File: config.mk
export PLATFORM = sky130hd
export DESIGN_NAME = vending_ctrl_param
export DESIGN_NICKNAME = d
export VERILOG_FILES = /design/src/rtl/vending_ctrl_param.sv
export SDC_FILE = /design/constraint.sdc
export NUM_CORES = 1
export LEC_CHECK = 0
export ABC_AREA = 1
export CAP_MARGIN = 20
export CELL_PAD_IN_SITES_DETAIL_PLACEMENT = 1
export CELL_PAD_IN_SITES_GLOBAL_PLACEMENT = 1
export CORE_MARGIN = 5
export CORE_UTILIZATION = 43
export CTS_CLUSTER_SIZE = 20
export DETAILED_ROUTE_END_ITERATION = 12
export GPL_ROUTABILITY_DRIVEN = 0
export GPL_TIMING_DRIVEN = 0
export PLACE_DENSITY = 0.88
export RECOVER_POWER = 50
export SLEW_MARGIN = 40
export SYNTH_ARGS = -nofsm -noshare
export SYNTH_HDL_FRONTEND = slang
export SYNTH_SLANG_ARGS = --single-unit
File: constraint.sdc
create_clock -name clk -period 7.6 [get_ports clk]
set_clock_uncertainty 0.1 [all_clocks]
set_input_delay 1.9 -clock clk [delete_from_list [all_inputs] [get_ports clk]]
set_output_delay 1.9 -clock clk [all_outputs]
set_load 0.02 [all_outputs]
File: src/rtl/vending_ctrl_param.sv
// vending_ctrl_param: single-product vending controller.
// Accepts three coin values, dispenses once credit reaches PRICE, then
// returns the remainder (or a cancelled credit) as CHANGE_UNIT coins over a
// chg_req/chg_ack handshake.
// Optional inactivity refund is compiled in with `define VEND_TIMEOUT_EN.
module vending_ctrl_param #(
    parameter int unsigned CREDIT_W    = 8,
    parameter int unsigned PRICE       = 15,
    parameter int unsigned COIN_A      = 5,
    parameter int unsigned COIN_B      = 10,
    parameter int unsigned COIN_C      = 25,
    parameter int unsigned CHANGE_UNIT = 5,
    parameter int unsigned MAX_CREDIT  = 100,
    parameter int unsigned TIMEOUT_CYC = 1000
) (
    input  logic                clk,
    input  logic                rst,
    input  logic                coin_a,
    input  logic                coin_b,
    input  logic                coin_c,
    input  logic                cancel,
    input  logic                chg_ack,
    output logic                dispense,
    output logic                coin_reject,
    output logic                chg_req,
    output logic [CREDIT_W-1:0] credit,
    output logic                busy,
    output logic                timeout_o
);

    localparam int unsigned SUM_W = CREDIT_W + 1;

    typedef enum logic [1:0] {IDLE, COLLECT, CHANGE} state_t;

    // Reject configurations that would break the exact-change guarantee.
    if ((64'(MAX_CREDIT) >= (64'(1) << CREDIT_W)) || (PRICE > MAX_CREDIT) ||
        (CHANGE_UNIT == 0) || (PRICE % CHANGE_UNIT != 0) ||
        (COIN_A % CHANGE_UNIT != 0) || (COIN_B % CHANGE_UNIT != 0) ||
        (COIN_C % CHANGE_UNIT != 0) || (TIMEOUT_CYC == 0)) begin : g_bad_cfg
        $error("vending_ctrl_param: inconsistent parameter set");
    end

    state_t           state;
    logic             chg_q;
    logic [1:0]       coin_cnt;
    logic             coin_any;
    logic [SUM_W-1:0] coin_val;
    logic [SUM_W-1:0] sum;
    logic             accept;
    logic             expire;

    // Coin decode: value, widened sum and acceptance decision.
    always_comb begin
        coin_cnt = 2'({1'b0, coin_a}) + 2'({1'b0, coin_b}) + 2'({1'b0, coin_c});
        coin_any = coin_a | coin_b | coin_c;
        coin_val = '0;
        if (coin_a)      coin_val = SUM_W'(COIN_A);
        else if (coin_b) coin_val = SUM_W'(COIN_B);
        else if (coin_c) coin_val = SUM_W'(COIN_C);
        sum    = {1'b0, credit} + coin_val;
        accept = (coin_cnt == 2'd1) && !cancel && (state != CHANGE) &&
                 (sum <= SUM_W'(MAX_CREDIT));
    end

`ifdef VEND_TIMEOUT_EN
    localparam int unsigned TO_W = $clog2(TIMEOUT_CYC + 1);

    logic [TO_W-1:0] to_cnt;
    logic            timeout_q;

    // Expiry only when nothing else moves the FSM this cycle; a coin wins.
    assign expire = (state == COLLECT) && !accept && !cancel &&
                    (to_cnt == TO_W'(TIMEOUT_CYC - 1));

    // Inactivity counter: counts idle COLLECT cycles, cleared otherwise.
    always_ff @(posedge clk or posedge rst) begin
        if (rst) begin
            to_cnt    <= '0;
            timeout_q <= 1'b0;
        end else begin
            timeout_q <= expire;
            if ((state == COLLECT) && !accept && !cancel && !expire)
                to_cnt <= to_cnt + TO_W'(1);
            else
                to_cnt <= '0;
        end
    end

    assign timeout_o = timeout_q;
`else
    assign expire    = 1'b0;
    assign timeout_o = 1'b0;
`endif

    // Main FSM: credit accumulation, dispense, and change return.
    always_ff @(posedge clk or posedge rst) begin
        if (rst) begin
            state       <= IDLE;
            credit      <= '0;
            dispense    <= 1'b0;
            coin_reject <= 1'b0;
            chg_q       <= 1'b0;
        end else begin
            dispense    <= 1'b0;
            coin_reject <= coin_any && !accept;
            case (state)
                IDLE, COLLECT: begin
                    if (accept) begin
                        if (sum >= SUM_W'(PRICE)) begin
                            dispense <= 1'b1;
                            credit   <= CREDIT_W'(sum - SUM_W'(PRICE));
                            if (sum == SUM_W'(PRICE)) begin
                                state <= IDLE;
                                chg_q <= 1'b0;
                            end else begin
                                state <= CHANGE;
                                chg_q <= 1'b1;
                            end
                        end else begin
                            credit <= CREDIT_W'(sum);
                            state  <= COLLECT;
                        end
                    end else if ((state == COLLECT) && (cancel || expire)) begin
                        state <= CHANGE;
                        chg_q <= 1'b1;
                    end
                end
                CHANGE: begin
                    if (chg_ack) begin
                        credit <= credit - CREDIT_W'(CHANGE_UNIT);
                        if (credit == CREDIT_W'(CHANGE_UNIT)) begin
                            state <= IDLE;
                            chg_q <= 1'b0;
                        end
                    end
                end
                default: begin
                    state <= IDLE;
                    chg_q <= 1'b0;
                end
            endcase
        end
    end

    assign chg_req = chg_q;
    assign busy    = chg_q;

endmodule

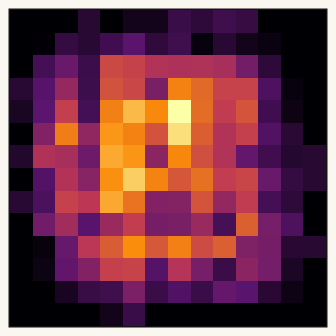
*Wire density map, run 1*
14 x 14 tiles, from black (low) to pale yellow (high), scaled to the fullest tile. Values are wire area over tile area, all layers added.
densest ninth of the die: centre
tiles over half the peak: 25%
fullest tile: 0.49
mean over tiles: 0.14
Total GRT Usage: 19.70%
Routed WL: 4704 um
via count: 1665
routed len/inst: 15.03 um

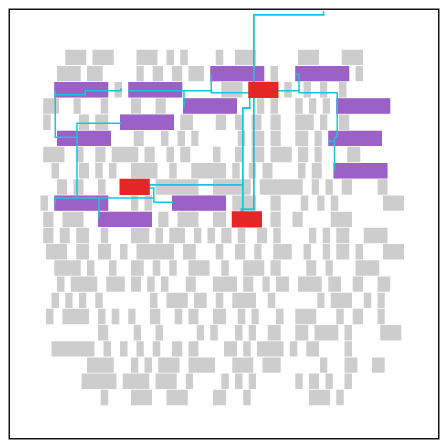
*Clock distribution, run 1*
[flip-flops] purple | count: 13
[clock-net drivers] red | count: 3
[clock wires] cyan | length: 227 um
routed clock nets: 4
clk_lat worst skew: 250 ps
clock power share: 6.9%

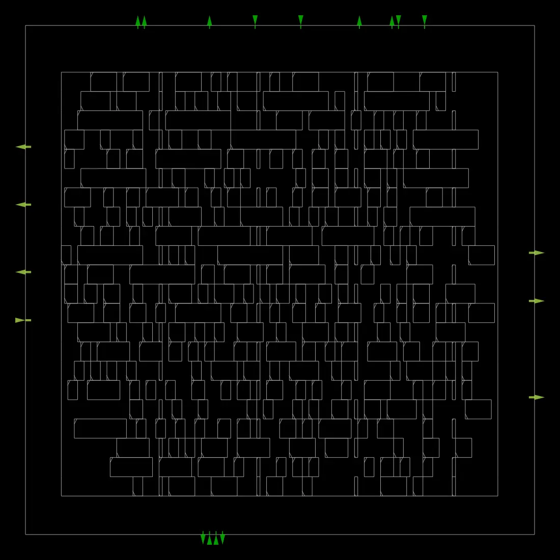
*Cell placement, run 1*
row count: 22
fin cells: 313
fin util: 52.37%
Flop Count: 13
core area: 3689 um^2

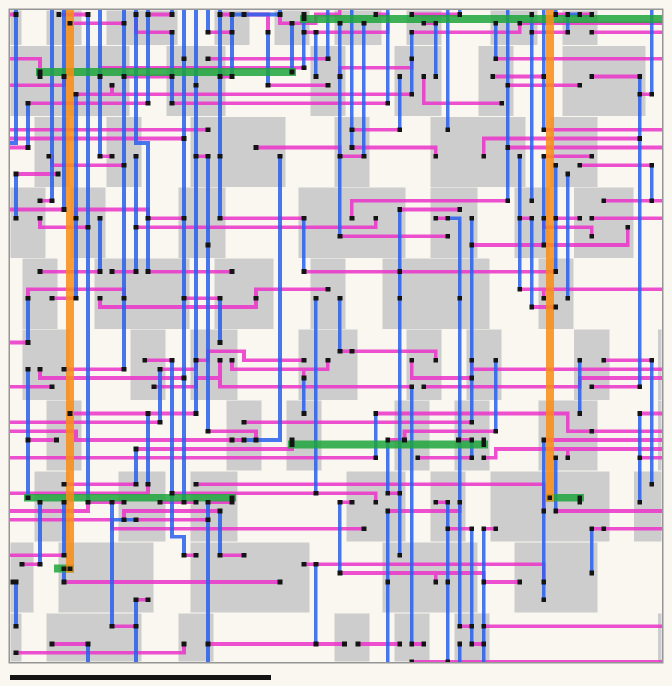
*A small window of the routed layout, run 1*
Scale bar: 10 um. Region (23, 9) to (48, 34) um. Cells in grey, sequential cells in the stronger grey; small squares are vias.
[M2] blue
[M4] orange
[M3] green
[M1] magenta
sequential cells in the window: 0
most frequent: nand2_1 (17), inv_1 (7)
cells with their middle in the window: 55

run 1: through the flow:
| step | power, mW | utilization (%) | hold WS [ps] | cells | instance area [um^2] |
|---|---|---|---|---|---|
| 5_1_grt | 1.015 | 52.37 | 449.9 | 313 | 1932 |
| 2_1_floorplan | 0.6725 | - | 386.5 | 243 | 1647 |
| 3_3_place_gp | 0.8315 | 51.15 | 397.1 | 309 | 1887 |
| 3_5_place_dp | 0.8637 | 51.15 | 412.6 | 309 | 1887 |
| 4_1_cts | 0.9331 | 52.37 | 431.7 | 313 | 1932 |
| 6_report | 0.9194 | 52.37 | 418.2 | 313 | 1932 |
run 1: routing by layer:
metal,vias up,part of all wire (%),global-route usage [%],wire length (um)
met5,-,0,0,0
met1,796,43,23.37,2018
li1,826,-,-,-
met4,0,3.2,7.724,149
met3,11,3.0,2.384,140
met2,32,51,35.71,2395
run 1: power by group through the flow:
stage / Combinational, mW / Sequential, mW / Clock (mW)
after CTS: 0.730 / 0.138 / 0.0652
after floorplan: 0.518 / 0.154 / 0
after global placement: 0.696 / 0.135 / 0
after detailed placement: 0.725 / 0.138 / 0
final: 0.719 / 0.136 / 0.0635
after global routing: 0.804 / 0.143 / 0.0679
run 1: logic make-up (layout without fill, tap and decap cells):
kind of cell,count (synthesis),count (layout),synth area share (%)
AND-OR/OR-AND,27,27,9.575
XOR/XNOR,4,4,2.584
buffers and inverters,44,66,11.25
AND/OR/NAND/NOR,143,143,47.34
other,1,1,0.2277
flip-flops,13,13,19.76
adder cells (fa/ha/maj),11,11,9.271
run 1: flip-flops by register name (all words and copies together), names as in the netlist:
name         cells
dispense         1
state            2
coin_reject      1
credit           8
busy             1
run 1: how the worst min path moves through the flow:
stage	from	to	cells after the start
floorplan	state[0]	state[0]	1
global placement	busy	busy	2
detailed placement	busy	busy	2
CTS	state[0]	state[0]	1
global route	state[0]	state[0]	1
finish	busy	busy	2
run 1: tightest hold or removal path: stages, from the launching register on:
cell and delay (ps):
dfrtp_1 370, nand2_1 60, nand2_1 50
run 1: final cells by class:
cell class | instances | area, um^2
Buffer | 5 | 35.03
Clock buffer | 4 | 45.04
Multi-Input combinational cell | 186 | 1136
Sequential cell | 13 | 325.3
Timing Repair Buffer | 18 | 180.2
Inverter | 39 | 150.1
Fill cell | 521 | 1757
Tap cell | 48 | 60.06
run 1: cell usage in the layout, fill, tap and decap left out, drive strengths merged:
cell type and instances:
nand2 79, nor4 1, inv 36, buf 4, ha 9, fa 2
clkdlybuf4s50 11, and2 1, nor2 20, xor2 2, nor3 3, o21a 1
clkinv 3, xnor2 2, dfrtp 13, dlygate4sd3 7, o21ai 9, conb 1
nand3 27, a31oi 1, clkbuf 5, a21oi 16, nand4 8, or2 3
nor3b 1
==> impl_metrics.toml, run 1 <==
# yosys + openroad results
[clock_tree]
cts_resized = 0
clkTransAtPathRegs_ps = 60
cts_made_buffers = 3
cts_tree = "built"
h-tree-depth = 1
cts_setup_buffers = 0
cts_hold_buf = 0

[status]
status = "completed"

[timing]
max_slew_margin_pct = 62.00
fin_crit_sh_pct = 61.07
setup_violations = 0
hold_viol = 0
rsz0062_at_grt = "false"
maxSlewViolCount = 0
fmaxAchievable_mhz = 215.4
totalNegativeSetupSlack_ps = 0

[global_routing]
antenna_found_initial = 0
grt_pass1_vias = 1726
grt_max_degree = 14
grt_overflow = 0

[worst_setup_path]
critPathCaptureType = "register"
worst-setup-path-type = "input pin to register"
arrival_ps = 4680
crit_chain = "clkdlybuf4s50_1 -> inv_1 -> o21ai_0 -> ha_1 -> fa_1 -> inv_1 -> ha_1 -> or2_0 -> nand3_2 -> nand3_2 -> nand3_4 -> nand2_4 -> nor2_1 -> a21oi_2"
crit_path_start_kind = "input pin"
cp.depth = 14
cp_top_family = "adder cells"
path_max_fanout = 10
rr_worst_depth = 11
rrSetupSlack_ps = 4920
crit_buf_inv = 3
startpoint = "coin_a"
cp-endpoint = "credit[2]"
cpMaxStageDelayCell = "fa_1"
r2r-start = "credit[0]"

[floorplan]
io-pin-count = 20
chipArea_um2 = 5167
fp.dieW_um = 71.88
fp_util_pct = 44.64

[placed_design]
pre_cts_slack_ps = 2683

[flow_run]
drv_cap = 0

[routing]
first_pass_iters = 4
via_per_inst = 5.319
drt_iter0_markers = 41
drc = 0

[logic_synthesis]
synth-async-reset-ratio_pct = 100.0
edf_count = 0
synth_cell_type_count = 37
synth.yosys.num_cells = 243
netlist_instances = 243
top_area_cell = "dfrtp_1"
top_cell = "nand2_1"
syn_avg_cell_area_um2 = 6.776
fp_nets = 261
synth.cell_area_um2 = 1647
ys_seq_share_pct = 19.76
netlist.area_leader.share_pct = 19.76
synthTopCellsByCount = "61 x nand2_1, 29 x inv_1, 18 x nor2_1, 16 x nand3_1"

[power]
powerDensity_nw_per_um2 = 475.9
power_switching_share_pct = 56.69
internal_power_uw = 398.2
seqPwrFrac_pct = 14.8
ir_worst_vdd_v = 0.0002083

[hold_path]
hold_path.class = "register to register"

[layout]
synthToLayoutAreaGrowth_pct = 17.33
### Gate-type map, run 1

Scale bar: 20 um.
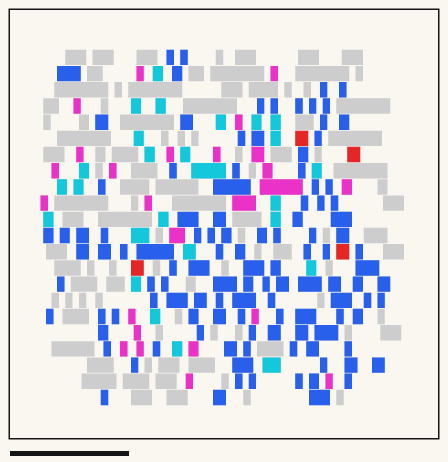

==> run 1 -> run 2 <==
--- a/config.mk
+++ b/config.mk
@@ -10,12 +10,12 @@
 export CELL_PAD_IN_SITES_DETAIL_PLACEMENT = 1
 export CELL_PAD_IN_SITES_GLOBAL_PLACEMENT = 1
 export CORE_MARGIN = 5
-export CORE_UTILIZATION = 43
+export CORE_UTILIZATION = 40
 export CTS_CLUSTER_SIZE = 20
 export DETAILED_ROUTE_END_ITERATION = 12
 export GPL_ROUTABILITY_DRIVEN = 0
 export GPL_TIMING_DRIVEN = 0
-export PLACE_DENSITY = 0.88
+export PLACE_DENSITY = 0.83
 export RECOVER_POWER = 50
 export SLEW_MARGIN = 40
 export SYNTH_ARGS = -nofsm -noshare
==> constraint.sdc (replaced) <==
create_clock -name clk -period 4.5 [get_ports clk]
set_clock_uncertainty 0.1 [all_clocks]
set_input_delay 1.125 -clock clk [delete_from_list [all_inputs] [get_ports clk]]
set_output_delay 1.125 -clock clk [all_outputs]
set_load 0.02 [all_outputs]
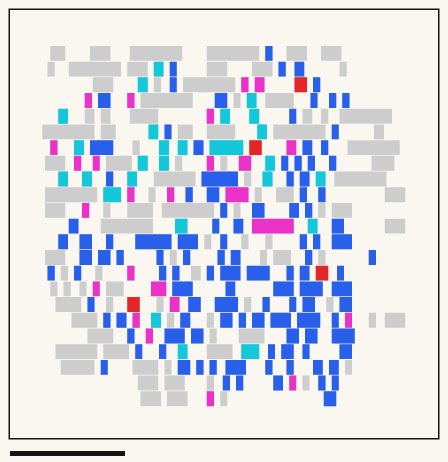
*Gate-type map, run 2*
Scale bar: 20 um.
[and/or cells] red | cells: 4 | most used: or2_2
[aoi and oai cells] cyan | cells: 26 | most used: a21oi_1
[nor cells] magenta | cells: 25 | most used: nor2_1
[nand cells] blue | cells: 114 | most used: nand2_1
Top cell excl fill/tap: nand2_1
fin cells: 315
Comb area share: 58.69%

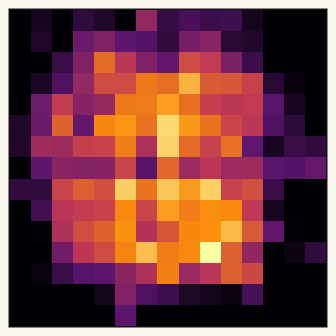
*Wire density map, run 2*
15 x 15 tiles, from black (low) to pale yellow (high), scaled to the fullest tile. Values are wire area over tile area, all layers added.
fullest tile: 0.42
mean over tiles: 0.13
nearly empty tiles: 26%

==> run 2 against run 1 <==
Largest cell class unchanged. Sequential power grew about 70%. Utilization down 4.0 points. Synthesized cell count did not move. Cell area grew 0.19%. Clock power increased by 72%. Die size grew 6.4%. Routed wire length grew 1.3%. Final cell count up 0.64%. Non-clock buffer count unchanged. Sequential cell count stayed put. Via count decreased by 0.90%. Highest routed layer unchanged.
==> impl_metrics.toml, run 2 <==
# yosys + openroad results
[timing]
maxSlewViolCount = 0
totalNegativeSetupSlack_ps = 0
fmaxAchievable_mhz = 261.3
hold_viol = 0
setup_violations = 0
fin_crit_sh_pct = 85.04
max_slew_margin_pct = 60.58
fin_hold_ws_ps = 424.0
rsz0062_at_grt = "false"

[worst_setup_path]
arrival_ps = 3870
worst-setup-path-type = "input pin to register"
cpMaxStageDelayCell = "fa_1"
startpoint = "coin_a"
rrSetupSlack_ps = 1830
cp-endpoint = "busy"
critPathCaptureType = "register"
r2r-start = "credit[0]"
crit_path_start_kind = "input pin"
crit_chain = "clkdlybuf4s50_1 -> inv_1 -> o21ai_0 -> ha_1 -> fa_1 -> inv_1 -> ha_1 -> or2_0 -> nand3_2 -> nand3_2 -> nand3_4 -> clkinv_2 -> nand2_2 -> nand2_2 -> nand2_1 -> nand2_1"
crit_buf_inv = 4
path_max_fanout = 7

[global_routing]
busiest_layer = "met2"
gr-usage-met1_pct = 23.21
use_met2_pct = 33.76
grt_usage_pct = 18.62
grt_max_degree = 14
grt_use_met3_pct = 2.838
grt_pass1_vias = 1672

[clock_tree]
cts_resized = 0
cts_made_buffers = 3
cts_hold_buf = 0
cts_tree = "built"
h-tree-depth = 1

[floorplan]
core-area_um2 = 4000
fp_util_pct = 41.16
fp.dieW_um = 74.16
rows = 23

[logic_synthesis]
fp_nets = 261
top_area_cell = "dfrtp_1"
top_cell = "nand2_1"
netlist_instances = 243
syn_avg_cell_area_um2 = 6.776
edf_count = 0
synth-async-reset-ratio_pct = 100.0
synth_cell_type_count = 37
synth.cell_area_um2 = 1647
synthTopCellsByCount = "61 x nand2_1, 29 x inv_1, 18 x nor2_1, 16 x nand3_1"

[layout]
final_cell_mix = "61 x nand2_1, 29 x inv_1, 18 x nor2_1"
largest_register = "credit"
fillers = 533
synthToLayoutAreaGrowth_pct = 17.55

[hold_path]
min_path_cells = 2
hold_path.class = "register to register"

[routing]
drc = 0
wire_per_inst_um = 15.13
via_per_inst = 5.238
first_pass_iters = 4

[flow_run]
drv_cap = 0

[power]
powerDensity_nw_per_um2 = 805.0
ir_worst_vdd_v = 0.0003125
finalPower_mw = 1.558

[status]
status = "completed"
[run 2: cells by family after synthesis]
logic type,share of synthesized area (%)
buffers and inverters,11.25
flip-flops,19.76
AND/OR/NAND/NOR,47.34
adder cells (fa/ha/maj),9.271
AND-OR/OR-AND,9.575
other,0.2277
XOR/XNOR,2.584
[run 2: cell type report]
| class | instances | area, um^2 | share of cell area, % |
|---|---|---|---|
| clock inverters | 1 | 5.005 | 0.2586 |
| inverters | 39 | 150.1 | 7.757 |
| repair buffers | 18 | 180.2 | 9.308 |
| multi-input cells | 186 | 1136 | 58.69 |
| flip-flops and latches | 13 | 325.3 | 16.81 |
| clock buffers | 3 | 41.29 | 2.133 |
| plain buffers | 5 | 35.03 | 1.810 |
| well taps | 50 | 62.56 | 3.232 |
[run 2: worst min-delay path by stage]
stage | end | slack, ps | from
detailed placement | busy | 410 | busy
CTS | busy | 440 | busy
global route | state[0] | 460 | state[0]
finish | busy | 420 | busy
global placement | busy | 400 | busy
floorplan | state[0] | 390 | state[0]
[run 2: worst reg2reg max path, stage by stage (launching register included)]
cell and delay [ps]:
dfrtp_1 460, ha_1 280, fa_1 540, inv_1 80, ha_1 190, or2_0 240
nand3_2 100, nand3_2 110, nand3_4 170, clkinv_2 70, nand2_2 70, nand2_2 60
nand2_1 60, nand2_1 50
[run 2: through the flow]
step,util [%],area [um^2],cells
final,48.39,1936,315
after global routing,48.39,1936,315
after detailed placement,47.23,1889,311
after CTS,48.39,1936,315
after global placement,47.23,1889,311
after floorplan,-,1647,243
[run 2: where the power goes]
group | total [mW] | switching [mW] | internal (mW)
sequential | 0.231 | 0.0637 | 0.167
clock | 0.109 | 0.0473 | 0.0613
combinational | 1.22 | 0.777 | 0.441
total | 1.56 | 0.888 | 0.670
[run 2: metal layers]
layer / wire (um) / vias to the layer above
li1: - / 820
met1: 2133 / 801
met2: 2417 / 23
met3: 147 / 6
met4: 68 / 0
met5: 0 / -
### Clock distribution, run 2

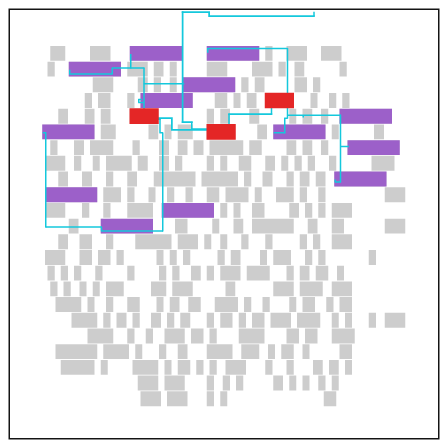

==> run 2 -> run 3 <==
--- a/config.mk
+++ b/config.mk
@@ -5,12 +5,10 @@
 export SDC_FILE = /design/constraint.sdc
 export NUM_CORES = 1
 export LEC_CHECK = 0
-export ABC_AREA = 1
-export CAP_MARGIN = 20
 export CELL_PAD_IN_SITES_DETAIL_PLACEMENT = 1
 export CELL_PAD_IN_SITES_GLOBAL_PLACEMENT = 1
 export CORE_MARGIN = 5
-export CORE_UTILIZATION = 40
+export CORE_UTILIZATION = 42
 export CTS_CLUSTER_SIZE = 20
 export DETAILED_ROUTE_END_ITERATION = 12
 export GPL_ROUTABILITY_DRIVEN = 0
==> constraint.sdc (replaced) <==
create_clock -name clk -period 4.5 [get_ports clk]
set_clock_uncertainty 0.1 [all_clocks]
set_input_delay 0.9 -clock clk [delete_from_list [all_inputs] [get_ports clk]]
set_output_delay 0.9 -clock clk [all_outputs]
set_load 0.02 [all_outputs]
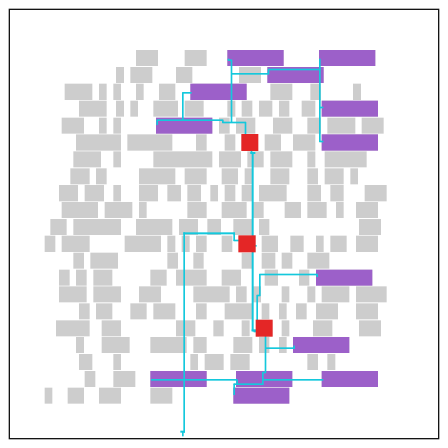
*Clock distribution, run 3*
[clock wires] cyan | length: 206 um
[flip-flops] purple | count: 13
[clock-net drivers] red | count: 3
routed clock nets: 4
clock power share: 5.3%
clk_lat worst skew: 280 ps
Clock group: 75.5 uW

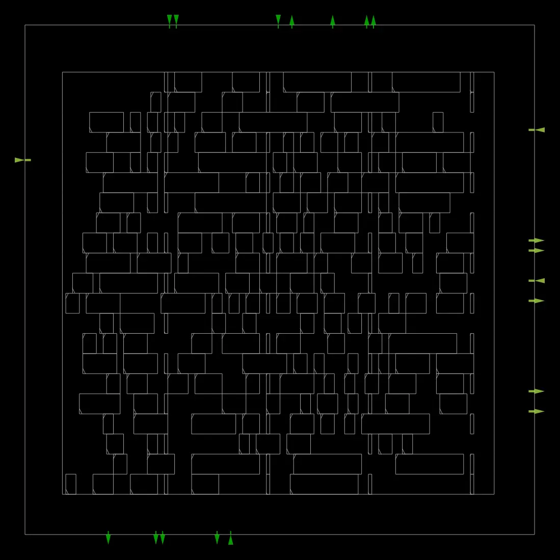
*Cell placement, run 3*
fin util: 51.63%
fraction of area in registers: 18.88%
fin cells: 227

==> run 3 against run 2 <==
Cell area decreased by 11%. Sequential share of layout area grew 2.1 points. Non-clock buffer count grew 1. Die size is 14% lower. Sequential cell count stayed put. Combinational power shrank about 10%. Clock power decreased by 31%. Register-to-register slack got worse by 670 ps. Area after synthesis is 11% lower. Sequential power rose by 5%. Synthesized cell count shrank 35%. Final cell count fell by 28%.
==> impl_metrics.toml, run 3 <==
# yosys + openroad results
[status]
status = "completed"

[logic_synthesis]
ys_sh_adder_pct = 10.46
synth-async-reset-ratio_pct = 100.0
ys_sh_mux_pct = 0.6861
top_logic_kind = "AND-OR/OR-AND gates"
synth-simple-area-share_pct = 23.24
edf_count = 0
synth.yosys.num_cells = 159
xor_share_pct = 9.177
top_cell = "a21oi_1"
syn_avg_cell_area_um2 = 9.175

[hold_path]
hold_end = "state[0]"
min_path_cells = 1
hp-start = "state[1]"

[layout]
final_cell_mix = "15 x a21oi_1, 13 x nor2_1, 13 x dfrtp_1"
fillers = 416
largest_reg_flops = 8
lay_top_count = "a21oi_1"
synthToLayoutAreaGrowth_pct = 18.10

[routing]
drt-total-wl_um = 3995
vias = 1329
wire_per_inst_um = 17.60
first_pass_iters = 4

[worst_setup_path]
r2r-start = "credit[0]"
path_max_fanout = 5
cpMaxStageDelayCell = "or4b_4"
worst-setup-path-type = "input pin to register"
rrSetupSlack_ps = 1160
arrival_ps = 4240

[global_routing]
grt_overflow = 0
grt_pass1_vias = 1485

[clock_tree]
cts_hold_buf = 0
clkTransAtPathRegs_ps = 80
cts_made_buffers = 3
cts_setup_buffers = 0
h-tree-depth = 1

[power]
ir_worst_vdd_v = 0.0003380
power_switching_share_pct = 53.43
seqPwrFrac_pct = 17.1
powerDensity_nw_per_um2 = 820.6
internal_power_uw = 658.4

[timing]
totalNegativeSetupSlack_ps = 0
rsz0062_at_grt = "false"
fin_crit_sh_pct = 91.75
fmaxAchievable_mhz = 242.2
setup_violations = 0

[placed_design]
pre_cts_slack_ps = 43.32
dp.cells = 223
postPlaceCellArea_um2 = 1697

[floorplan]
fp.dieW_um = 68.94
rows = 21
-- run 3: cell types whose count changed after synthesis, sizes merged, moves of 4 or more --
cell	delta
inv	-27
nand2	-69
nand3	-23
nand4	-7
nor2	-7
xnor2	+4
-- run 3: critical path, delay by kind of cell --
family          cells  cell delay, ps
xor+xnor            3             510
simple gates        3             720
fa+ha+maj           2             690
buf+inv             2             640
compound gates      3             770
-- run 3: layout make-up --
| type | count | area [um^2] | area share, % |
|---|---|---|---|
| multi-input combinational | 131 | 1047 | 60.78 |
| sequential | 13 | 325.3 | 18.88 |
| timing repair buffer | 18 | 180.2 | 10.46 |
| tap | 46 | 57.56 | 3.341 |
| buffer | 6 | 52.55 | 3.050 |
| inverter | 9 | 33.78 | 1.961 |
| clock buffer | 4 | 26.28 | 1.525 |
-- run 3: routing by layer --
layer | global-route usage, % | share of wire, %
met1 | 22.93 | 42
met2 | 33.81 | 53
met3 | 0.6483 | 2.1
met4 | 10.46 | 2.7
met5 | 0 | 0
-- run 3: cells by family after synthesis --
kind of cell / after synthesis
and+or+nand+nor: 56
buffers and inverters: 15
DFF: 13
other: 1
muxes: 1
adders and majority gates: 11
AOI/OAI and AO/OA: 51
xor gates and xnor gates: 11
-- run 3: power groups by stage --
stage                     Clock, mW  Sequential [mW]  Combinational, mW
after global routing         0.0829            0.254               1.19
after CTS                    0.0777            0.244               1.11
after detailed placement          0            0.246               1.10
after global placement            0            0.238               1.06
final                        0.0755            0.242               1.10
after floorplan                   0            0.265              0.777
-- run 3: worst max path at each step --
| stage | startpoint | endpoint | slack (ps) | cells after the start |
|---|---|---|---|---|
| 2_1_floorplan | coin_b | credit[7] | 820 | 13 |
| 6_report | coin_a | credit[7] | 370 | 13 |
| 4_1_cts | coin_a | credit[7] | 340 | 13 |
| 3_5_place_dp | coin_a | credit[7] | 40 | 13 |
| 5_1_grt | coin_a | credit[7] | 190 | 13 |
| 3_3_place_gp | coin_a | credit[7] | 100 | 13 |
Power figures rest on the tool's default switching activity, not on a simulated workload.
